### src/rtl/coin_acceptor.sv
// Coin acceptor front end: synchronises and debounces two coin sensors, classifies
// each insertion, queues accepted coins and emits them as one-cycle codes.
module coin_acceptor #(
  parameter int DEBOUNCE   = 4,
  parameter int FIFO_DEPTH = 4,
  parameter int GAP        = 1
) (
  input  logic                          clk,
  input  logic                          rst,
  input  logic                          sense_5,
  input  logic                          sense_10,
  input  logic                          enable,
  output logic [1:0]                    coin,
  output logic                          reject,
  output logic [$clog2(FIFO_DEPTH):0]   pending,
  output logic                          full,
  output logic [1:0]                    fsm_state
);

  localparam int AW = $clog2(FIFO_DEPTH);
  localparam int PW = AW + 1;
  localparam int CW = (DEBOUNCE > 1) ? $clog2(DEBOUNCE) : 1;
  localparam int GW = (GAP > 1) ? $clog2(GAP) : 1;

  typedef enum logic [1:0] {
    IDLE = 2'd0,
    EMIT = 2'd1,
    GAPW = 2'd2
  } state_t;

  // Bit 0 carries the 5-unit sensor, bit 1 the 10-unit sensor.
  logic [1:0] raw;
  logic [1:0] sync1;
  logic [1:0] sync2;
  logic [1:0] stable;
  logic [1:0] rise;

  assign raw = {sense_10, sense_5};

  always_ff @(posedge clk or negedge rst) begin
    if (!rst) begin
      sync1 <= '0;
      sync2 <= '0;
    end else begin
      sync1 <= raw;
      sync2 <= sync1;
    end
  end

  for (genvar g = 0; g < 2; g++) begin : g_deb
    logic          lvl;
    logic [CW-1:0] cnt;
    logic          settle;

    // settle: this edge completes DEBOUNCE consecutive differing cycles.
    assign settle    = (sync2[g] != lvl) && (cnt == CW'(DEBOUNCE - 1));
    assign rise[g]   = settle && sync2[g];
    assign stable[g] = lvl;

    always_ff @(posedge clk or negedge rst) begin
      if (!rst) begin
        lvl <= 1'b0;
        cnt <= '0;
      end else if (sync2[g] == lvl) begin
        cnt <= '0;
      end else if (settle) begin
        lvl <= sync2[g];
        cnt <= '0;
      end else begin
        cnt <= cnt + 1'b1;
      end
    end
  end

  logic       event_any;
  logic       jam;
  logic       fifo_full;
  logic       push;
  logic       pop;
  logic       reject_next;
  logic [1:0] push_code;

  // Jam: both rise together, or one rises while the other is already held.
  assign event_any   = |rise;
  assign jam         = (&rise) | (rise[0] & stable[1]) | (rise[1] & stable[0]);
  assign fifo_full   = (pending == PW'(FIFO_DEPTH));
  assign push        = event_any & ~jam & enable & ~fifo_full;
  assign reject_next = event_any & ~push;
  assign push_code   = rise[0] ? 2'd1 : 2'd2;

  logic [1:0]    mem [FIFO_DEPTH];
  logic [AW-1:0] wr_ptr;
  logic [AW-1:0] rd_ptr;
  logic [PW-1:0] pending_next;

  always_ff @(posedge clk) begin
    if (push) mem[wr_ptr] <= push_code;
  end

  always_comb begin
    pending_next = pending;
    if (push && !pop) pending_next = pending + 1'b1;
    else if (!push && pop) pending_next = pending - 1'b1;
  end

  state_t        state;
  state_t        state_next;
  logic [GW-1:0] gap_cnt;
  logic [1:0]    hold;

  assign fsm_state = state;

  always_comb begin
    state_next = state;
    pop        = 1'b0;
    case (state)
      IDLE: begin
        if (pending != '0) begin
          pop        = 1'b1;
          state_next = EMIT;
        end
      end
      EMIT:    state_next = (GAP > 0) ? GAPW : IDLE;
      GAPW:    if (gap_cnt == GW'(GAP - 1)) state_next = IDLE;
      default: state_next = IDLE;
    endcase
  end

  // coin is a one-cycle strobe: nonzero for exactly the cycle after EMIT, no backpressure.
  always_ff @(posedge clk or negedge rst) begin
    if (!rst) begin
      state   <= IDLE;
      gap_cnt <= '0;
      hold    <= 2'd0;
      coin    <= 2'd0;
      reject  <= 1'b0;
      wr_ptr  <= '0;
      rd_ptr  <= '0;
      pending <= '0;
      full    <= 1'b0;
    end else begin
      state   <= state_next;
      gap_cnt <= (state == GAPW) ? gap_cnt + 1'b1 : '0;
      if (pop) begin
        hold   <= mem[rd_ptr];
        rd_ptr <= rd_ptr + 1'b1;
      end
      if (push) wr_ptr <= wr_ptr + 1'b1;
      coin    <= (state == EMIT) ? hold : 2'd0;
      reject  <= reject_next;
      pending <= pending_next;
      full    <= (pending_next == PW'(FIFO_DEPTH));
    end
  end

endmodule

### config.mk
export PLATFORM = sky130hd
export DESIGN_NAME = coin_acceptor
export DESIGN_NICKNAME = d
export VERILOG_FILES = /design/src/rtl/coin_acceptor.sv
export SDC_FILE = /design/constraint.sdc
export NUM_CORES = 1
export LEC_CHECK = 0
export CORE_MARGIN = 2
export CORE_UTILIZATION = 60
export DETAILED_ROUTE_END_ITERATION = 8
export PLACE_DENSITY = 0.83
export SLEW_MARGIN = 20
export SYNTH_ARGS = -nofsm -noshare
export SYNTH_HDL_FRONTEND = slang
export SYNTH_SLANG_ARGS = --single-unit
### constraint.sdc
create_clock -name clk -period 4.5 [get_ports clk]
set_clock_uncertainty 0.2 [all_clocks]
set_input_delay 0.45 -clock clk [delete_from_list [all_inputs] [get_ports clk]]
set_output_delay 0.45 -clock clk [all_outputs]
set_load 0.005 [all_outputs]
m1.png
The bar under the picture is 20 um long.
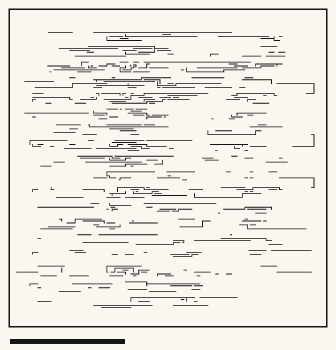
longest straight run: 23.9 um
wire length on this layer: 1120 um
share of all routed wire: 45%
main direction: horizontal
nets with wire on the layer: 137
total number of vias: 958
WL final: 2500 um
GR Layer Usage met1: 27.4%

m2.png
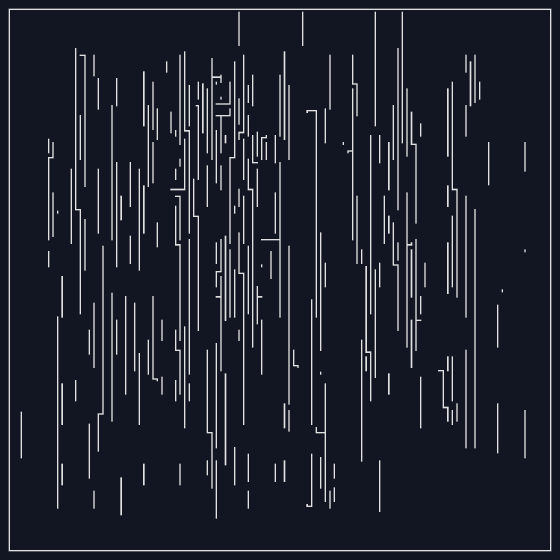
nets with wire on the layer: 131
main direction: vertical
wire length on this layer: 1220 um
share of all routed wire: 49%
longest straight run: 24.1 um
GRT met2 Usage: 30.4%

m3.png
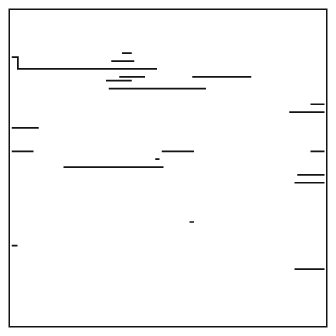
wire length on this layer: 122 um
main direction: horizontal
met3 usage: 8.74%

==> Changelog: implementation <==
### Changed

- Status: finished, final reports clean
- Row Count: 18
- Reg-to-reg endpoint: pending[2]
- Synth top cells by count: 26 x dfrtp_1, 11 x nand2_1, 9 x ha_1
- Largest register FFs: 8
- Setup Buffers After CTS: 0
- Io pins: 14
- Max incr delay on CP: roughly 520 ps
- Worst Slack Setup Final: 2120 ps
- Largest Register: mem
- Synthesized cell area: 1550 um^2
- Die H: 54.8 um
- Pre-CTS setup slack: a little under 2000 ps
- Crit. path cell count: 7
- Peak VDD IR: 556 uV
- Chip width: 54.8 um
- TNS Setup: 0 ps
- Largest area contributor in the netlist: dfrtp_1
- Period utilization: 52.8%
- Worst Max-Slew Pin Slew: 566 ps
- CP endpoint: pending[2]
- GR Overflow Total: 0
- RSZ-0062 raised after global routing: no
- Reg2reg setup slack: 2120 ps
- Post-Synth AOI/OAI Area: 6.80%
- FF-to-FF path depth: 7
- Top class by area: flip-flops and latches
- Pint: between 700 and 800 uW
- Routed Antenna Nets: 0
- DR top layer: met4
- HPWL Detailed: 1880 um
- Seq/Total Area, Yosys: 57.7%
- FILL cells: 180
- P_seq: a little over 500 uW
- Seq area share: 50.1%
- Hold_buf cts: 0
- EDFF count, synth: 8
- Reg area: 891 um^2
- Main logic family: simple AND/OR/NAND/NOR gates
- Worst setup EP type: flop
- Tap Cells: 30
- WHS Endpoint: sync2[0]
- Top delay family on crit path: simple AND/OR/NAND/NOR gates
